==> src/rtl/mc_control_fsm.sv <==
// Multi-cycle control sequencer for the sequential MIPS-subset core: walks each
// instruction through its fetch/decode/execute/memory/writeback states and counts retirements.
`timescale 1ns/1ps
module mc_control_fsm (
  input  logic        clk,
  input  logic        reset,
  input  logic [5:0]  opcode,
  input  logic [5:0]  funct,
  input  logic        mem_ready,
  output logic        pc_write,
  output logic        branch,
  output logic [1:0]  pc_src,
  output logic        ir_write,
  output logic        iord,
  output logic        mem_read,
  output logic        mem_write,
  output logic        reg_write,
  output logic        reg_dst,
  output logic        mem_to_reg,
  output logic        alu_src_a,
  output logic [1:0]  alu_src_b,
  output logic [3:0]  alu_ctrl,
  output logic        illegal,
  output logic [3:0]  state,
  output logic [31:0] instr_count
);

  typedef enum logic [3:0] {
    S_FETCH   = 4'd0,  S_DECODE = 4'd1,  S_MEMADR = 4'd2,  S_MEMRD  = 4'd3,
    S_MEMWB   = 4'd4,  S_MEMWR  = 4'd5,  S_EXEC   = 4'd6,  S_RWB    = 4'd7,
    S_BRANCH  = 4'd8,  S_ADDIEX = 4'd9,  S_ADDIWB = 4'd10, S_JUMP   = 4'd11,
    S_ILLEGAL = 4'd12
  } state_t;

  localparam logic [3:0] ALU_AND = 4'b0000;
  localparam logic [3:0] ALU_OR  = 4'b0001;
  localparam logic [3:0] ALU_ADD = 4'b0010;
  localparam logic [3:0] ALU_XOR = 4'b0011;
  localparam logic [3:0] ALU_NOR = 4'b0100;
  localparam logic [3:0] ALU_SUB = 4'b0110;

  localparam logic [5:0] OP_RTYPE = 6'h00;
  localparam logic [5:0] OP_J     = 6'h02;
  localparam logic [5:0] OP_BEQ   = 6'h04;
  localparam logic [5:0] OP_ADDI  = 6'h08;
  localparam logic [5:0] OP_LW    = 6'h23;
  localparam logic [5:0] OP_SW    = 6'h2B;

  // {supported, alu operation} for an R-type funct field
  function automatic logic [4:0] funct_decode(input logic [5:0] f);
    logic [4:0] r;
    case (f)
      6'h20:   r = {1'b1, ALU_ADD};
      6'h22:   r = {1'b1, ALU_SUB};
      6'h24:   r = {1'b1, ALU_AND};
      6'h25:   r = {1'b1, ALU_OR};
      6'h26:   r = {1'b1, ALU_XOR};
      6'h27:   r = {1'b1, ALU_NOR};
      default: r = {1'b0, ALU_ADD};
    endcase
    return r;
  endfunction

  state_t      state_q, state_d;
  logic [31:0] instr_count_q, instr_count_d;
  logic        retire_s;
  logic        pc_write_s, ir_write_s, reg_write_s, mem_write_s, branch_s, illegal_s;
  logic [4:0]  funct_dec_s;

  assign funct_dec_s = funct_decode(funct);

  // Next-state, retirement and control decode
  always_comb begin
    state_d     = state_q;
    retire_s    = 1'b0;
    pc_write_s  = 1'b0;
    ir_write_s  = 1'b0;
    reg_write_s = 1'b0;
    mem_write_s = 1'b0;
    branch_s    = 1'b0;
    illegal_s   = 1'b0;
    pc_src      = 2'b00;
    iord        = 1'b0;
    mem_read    = 1'b0;
    reg_dst     = 1'b0;
    mem_to_reg  = 1'b0;
    alu_src_a   = 1'b0;
    alu_src_b   = 2'b00;
    alu_ctrl    = ALU_ADD;
    case (state_q)
      S_FETCH: begin
        mem_read   = 1'b1;
        alu_src_b  = 2'b01;
        pc_write_s = mem_ready;
        ir_write_s = mem_ready;
        if (mem_ready) state_d = S_DECODE;
        else           state_d = S_FETCH;
      end
      S_DECODE: begin
        alu_src_b = 2'b11;
        case (opcode)
          OP_LW, OP_SW: state_d = S_MEMADR;
          OP_RTYPE:     state_d = S_EXEC;
          OP_BEQ:       state_d = S_BRANCH;
          OP_ADDI:      state_d = S_ADDIEX;
          OP_J:         state_d = S_JUMP;
          default:      state_d = S_ILLEGAL;
        endcase
      end
      S_MEMADR: begin
        alu_src_a = 1'b1;
        alu_src_b = 2'b10;
        if (opcode == OP_LW) state_d = S_MEMRD;
        else                 state_d = S_MEMWR;
      end
      S_MEMRD: begin
        mem_read = 1'b1;
        iord     = 1'b1;
        if (mem_ready) state_d = S_MEMWB;
        else           state_d = S_MEMRD;
      end
      S_MEMWB: begin
        reg_write_s = 1'b1;
        mem_to_reg  = 1'b1;
        retire_s    = 1'b1;
        state_d     = S_FETCH;
      end
      S_MEMWR: begin
        mem_write_s = 1'b1;
        iord        = 1'b1;
        if (mem_ready) begin
          retire_s = 1'b1;
          state_d  = S_FETCH;
        end else begin
          state_d  = S_MEMWR;
        end
      end
      S_EXEC: begin
        alu_src_a = 1'b1;
        alu_ctrl  = funct_dec_s[3:0];
        if (funct_dec_s[4]) state_d = S_RWB;
        else                state_d = S_ILLEGAL;
      end
      S_RWB: begin
        reg_write_s = 1'b1;
        reg_dst     = 1'b1;
        retire_s    = 1'b1;
        state_d     = S_FETCH;
      end
      S_BRANCH: begin
        alu_src_a = 1'b1;
        alu_ctrl  = ALU_SUB;
        branch_s  = 1'b1;
        pc_src    = 2'b01;
        retire_s  = 1'b1;
        state_d   = S_FETCH;
      end
      S_ADDIEX: begin
        alu_src_a = 1'b1;
        alu_src_b = 2'b10;
        state_d   = S_ADDIWB;
      end
      S_ADDIWB: begin
        reg_write_s = 1'b1;
        retire_s    = 1'b1;
        state_d     = S_FETCH;
      end
      S_JUMP: begin
        pc_write_s = 1'b1;
        pc_src     = 2'b10;
        retire_s   = 1'b1;
        state_d    = S_FETCH;
      end
      S_ILLEGAL: begin
        illegal_s = 1'b1;
        state_d   = S_FETCH;
      end
      default: state_d = S_FETCH;
    endcase
    if (retire_s) instr_count_d = instr_count_q + 32'd1;
    else          instr_count_d = instr_count_q;
  end

  // State and retirement counter registers
  always_ff @(posedge clk or posedge reset) begin
    if (reset) begin
      state_q       <= S_FETCH;
      instr_count_q <= 32'd0;
    end else begin
      state_q       <= state_d;
      instr_count_q <= instr_count_d;
    end
  end

  // Architectural write strobes are suppressed for as long as reset is held
  assign pc_write    = pc_write_s  & ~reset;
  assign ir_write    = ir_write_s  & ~reset;
  assign reg_write   = reg_write_s & ~reset;
  assign mem_write   = mem_write_s & ~reset;
  assign branch      = branch_s    & ~reset;
  assign illegal     = illegal_s   & ~reset;
  assign state       = state_q;
  assign instr_count = instr_count_q;

endmodule

==> config.mk <==
export PLATFORM = sky130hd
export DESIGN_NAME = mc_control_fsm
export DESIGN_NICKNAME = d
export VERILOG_FILES = /design/src/rtl/mc_control_fsm.sv
export SDC_FILE = /design/constraint.sdc
export NUM_CORES = 1
export LEC_CHECK = 0
export ABC_AREA = 1
export CORE_MARGIN = 2
export CORE_UTILIZATION = 40
export DETAILED_ROUTE_END_ITERATION = 16
export HOLD_SLACK_MARGIN = 0.06
export PLACE_DENSITY = 0.74
export SYNTH_ARGS = -nofsm -noshare
export SYNTH_HDL_FRONTEND = slang
export SYNTH_SLANG_ARGS = --single-unit
==> constraint.sdc <==
create_clock -name clk -period 2.1 [get_ports clk]
set_input_delay 0.42 -clock clk [delete_from_list [all_inputs] [get_ports clk]]
set_output_delay 0.42 -clock clk [all_outputs]
set_load 0.1 [all_outputs]
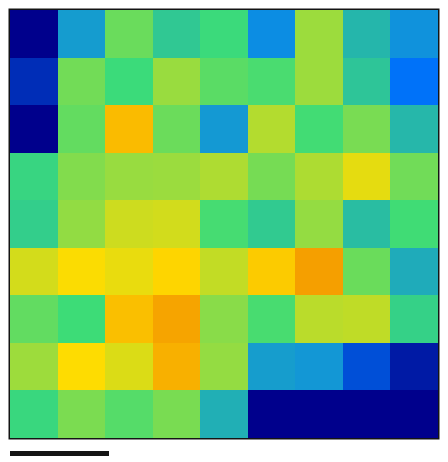
(local utilization)
Bar = 20 um. 9 x 9 tiles, from dark blue (low) to red (high), 0 to 100% covered.
The mean over all tiles is 51%. The fullest tile reaches 82%. 7.4% of the tiles are nearly empty.
CORE AREA: 0.00668 mm2
fp_density: 0.408
fin util: 0.584

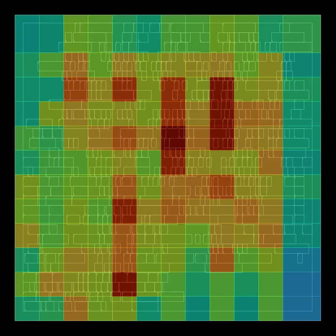
(routing congestion)
met1 Use GR: 0.318
met3 usage: 0.0457

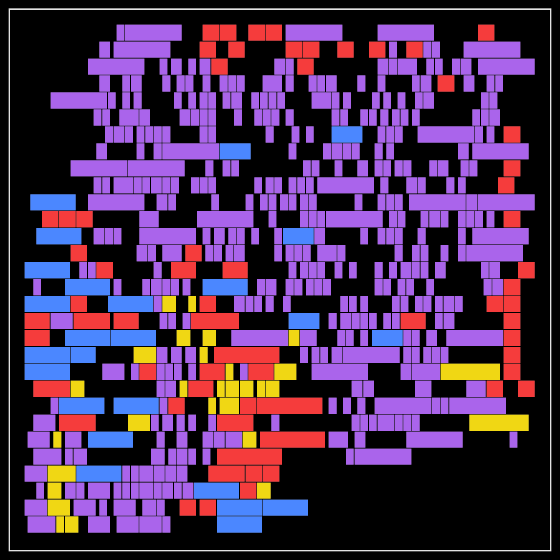
(cell sizes after repair)
Blue is drive 6 and up, cells 25. Purple is drive 1 or less, cells 416. Yellow is drive 2, cells 29. Red is drive 3 to 4, cells 64.
count of plain and timing-repair buffers: 77
synth-to-layout area growth: 42.9%

==> flow_metrics.env <==
# flow metrics
export IMPL_status="finished clean"
export IMPL_synthCells=458
export IMPL_grt_pass1_wl_um=13800
export IMPL_ff_type="dfrtp_1"
export IMPL_pwr_share_seq=0.223
export IMPL_hold_buffers=0
export IMPL_hp_start="instr_count[0]$_DFFE_PP0P_"
export IMPL_grtUsageTotal=0.230
export IMPL_fin_area_mm2=0.00390
export IMPL_place_gp_congestion=0.932
export IMPL_dieArea_mm2=0.00750
export IMPL_clock_power_share=0.116
export IMPL_async_flop_share=1.00
export IMPL_holdPathStages=1
export IMPL_die_w_um=86.6
export IMPL_pin_count=70
export IMPL_cts_buffers=5
export IMPL_grt_pass1_vias=2908
export IMPL_vias=3066
export IMPL_insertion_delay_ps=290
export IMPL_p_int_mw=1.78
export IMPL_period_used=0.995
export IMPL_drt_iter0_markers=166
export IMPL_worstPathMaxFanout=5
export IMPL_via_per_inst=4.99
export IMPL_drive_gt1_frac=0.221
export IMPL_die_height_um=86.6
export IMPL_critPathMaxStageDelay_ps=470
export IMPL_post_cts_setup_buffer_count=0
export IMPL_avgSynthCellArea_um2=5.96
export IMPL_fmax_mhz=479
export IMPL_route_detailed_wl_per_inst_um=13.4
export IMPL_crit_chain="clkdlybuf4s50_1 -> buf_6 -> nor4_4 -> buf_12"
export IMPL_hold_path_class="reg2reg"
export IMPL_num_antenna_cells=0
export IMPL_r2r_cells=8
export IMPL_seqCellArea_um2=918
export IMPL_yosys_area_share_aoi=0.0326
export IMPL_p_switching_mw=2.40
export IMPL_postRouteWirelength_um=8260
export IMPL_fp_nets=474
export IMPL_yosysChipArea_mm2=0.00273
export IMPL_ir_drop_uv=793
export IMPL_cts_root_buf="clkbuf_8"
export IMPL_ys_seq_share=0.330
export IMPL_rsz0062_at_grt="yes"
export IMPL_grt_max_degree=41
export IMPL_logic_area_mm2=0.00173
export IMPL_hold_end="instr_count[0]$_DFFE_PP0P_"
export IMPL_cp_arrival_ps=1670
export IMPL_combPwrFrac=0.661
export IMPL_synthDistinctLibCells=27
export IMPL_finalMaxSlewViolations=0
export IMPL_yosysCellCount=458
export IMPL_placed_cells=606
export IMPL_drc_errors=0
export IMPL_grt_antenna_before_repair=0
export IMPL_htreeDepth=2
export IMPL_edf_count=0
export IMPL_hold_viol_final=0
export IMPL_cp_slowest_cell="clkdlybuf4s50_1"
export IMPL_critPathBufInv=3
export IMPL_worstReg2RegStart="state[3]$_DFF_PP0_"
export IMPL_fin_worst_skew_ps=12.4
export IMPL_setup_viol=0
export IMPL_crit_family="buffers and inverters"
export IMPL_antenna_left=0
export IMPL_stdcell_count=614
export IMPL_tool_warnings=28
export IMPL_p_per_area_mw_per_mm2=1070
export IMPL_clock_path_buffers=2
export IMPL_rr_endpoint="instr_count[29]$_DFFE_PP0P_"
export IMPL_fin_nets=549
export IMPL_dpl_cell_area_mm2=0.00375
export IMPL_critical_path_startpoint_type="input pin"
export IMPL_end_kind="output pin"
export IMPL_ys_seq_elements=36
export IMPL_synthesis_area_mm2=0.00273
export IMPL_clock_sinks=36
export IMPL_rows=30
export IMPL_portBuffers=68
export IMPL_ys_sh_adder=0.00459
export IMPL_p_sw_frac=0.574
export IMPL_r2r_slack_ps=350
export IMPL_fill_cells=642
export IMPL_critPathKind="in2out"
export IMPL_ys_warn_count=0
export IMPL_first_pass_iters=4
export IMPL_path_clk_slew_ps=80
export IMPL_dp_hpwl_um=6360
export IMPL_p_leak_nw=1.90
export IMPL_simple_gate_area_frac=0.507
export IMPL_topCombFamilyByArea="simple AND/OR/NAND/NOR gates"
export IMPL_min_period_ps=2090
export IMPL_ys_sh_xor=0.0321
export IMPL_max_cap_viol_count=0
export IMPL_cts_tree="built"
export IMPL_grt_overflow=0
export IMPL_muxShareOfSynthArea=0
export IMPL_crit_required_ps=1680
[final cells by class]
type	instances	area share
clock inverters	1	0.00128
inverters	53	0.0529
clock buffers	7	0.0196
well taps	80	0.0257
multi-input cells	360	0.445
flip-flops and latches	36	0.235
repair buffers	77	0.220
[sequential cells by signal (all words and copies together), names as in the netlist]
register	flops
instr_count	32
state	4
[per-stage QoR]
stage	total power [mW]	setup slack [ps]	TNS (ps)	hold WS [ps]	utilization
after floorplan	2.84	-302	-1220	378	-
after global placement	3.64	72.7	0	500	0.562
after detailed placement	3.66	33.6	0	516	0.562
after CTS	4.17	1.83	0	528	0.577
after global routing	4.36	-38.0	-87.7	566	0.584
final	4.18	10.7	0	525	0.584
[cells in the mapped netlist (2+ instances only)]
library cell	number	share of area
buf_2	4	0.0073
inv_1	49	0.067
inv_2	4	0.0055
nand2_1	180	0.25
nor2_1	76	0.10
dfrtp_1	36	0.33
nand3b_1	4	0.011
a21oi_1	5	0.0092
xor2_1	10	0.032
clkbuf_1	2	0.0028
nor3_1	4	0.0073
nor2_4	3	0.012
nand3_1	54	0.099
buf_4	2	0.0055
o21ai_0	6	0.011
nand4_1	5	0.011
o21ai_1	4	0.0073
[metal layers]
| metal | part of all wire | GRT usage | up-vias | routed length (um) |
|---|---|---|---|---|
| met4 | 0.013 | 0.0582 | 0 | 104 |
| met1 | 0.47 | 0.318 | 1394 | 3870 |
| met2 | 0.46 | 0.371 | 88 | 3810 |
| met5 | 0 | 0 | - | 0 |
| met3 | 0.057 | 0.0457 | 10 | 469 |
| li1 | - | - | 1574 | - |
[how the worst max path moves through the flow]
stage | start | endpoint | slack, ps | cells past startpoint
final | reset | illegal | 10 | 4
after global routing | state[2]$_DFF_PP0_ | alu_src_a | -40 | 6
after CTS | state[1]$_DFF_PP0_ | alu_ctrl[0] | 2 | 7
after detailed placement | funct[2] | alu_ctrl[2] | 30 | 6
after global placement | funct[5] | alu_ctrl[2] | 70 | 6
after floorplan | state[0]$_DFF_PP0_ | illegal | -300 | 3
[placed cells by master (no fill, tap or decap), types with 4 or more instances in the layout]
master,netlist,final
nand2_1,180,177
nor2_1,76,66
nand3_1,54,51
buf_4,2,43
inv_1,49,42
dfrtp_1,36,30
buf_12,0,19
clkdlybuf4s50_1,0,12
xor2_1,10,10
inv_2,4,9
nor2_4,3,8
nor2_2,1,6
nand4_1,5,5
clkbuf_8,0,5
nand2_2,1,4
nand3b_1,4,4
o21ai_1,4,4
o21ai_0,6,4
dfrtp_4,0,4
[power by group through the flow]
stage	Sequential, mW	Combinational, mW	Clock [mW]
final	0.932	2.76	0.484
after global routing	0.944	2.89	0.519
after CTS	0.918	2.75	0.495
after detailed placement	0.929	2.73	0
after global placement	0.924	2.72	0
after floorplan	1.42	1.42	0
[cell families after synthesis]
| group | after synthesis |
|---|---|
| buf+inv | 62 |
| simple gates | 331 |
| fa+ha+maj | 1 |
| xor+xnor | 10 |
| flops | 36 |
| other cells | 1 |
| compound gates | 17 |
[repair_timing]
action | 4_1_cts | 5_1_grt
setup endpoints to repair | 3 | 7
gates resized | 5 | 16
hold endpoints to repair | 0 | 0
pin swaps | 0 | 4
Power figures rest on the tool's default switching activity, not on a simulated workload.
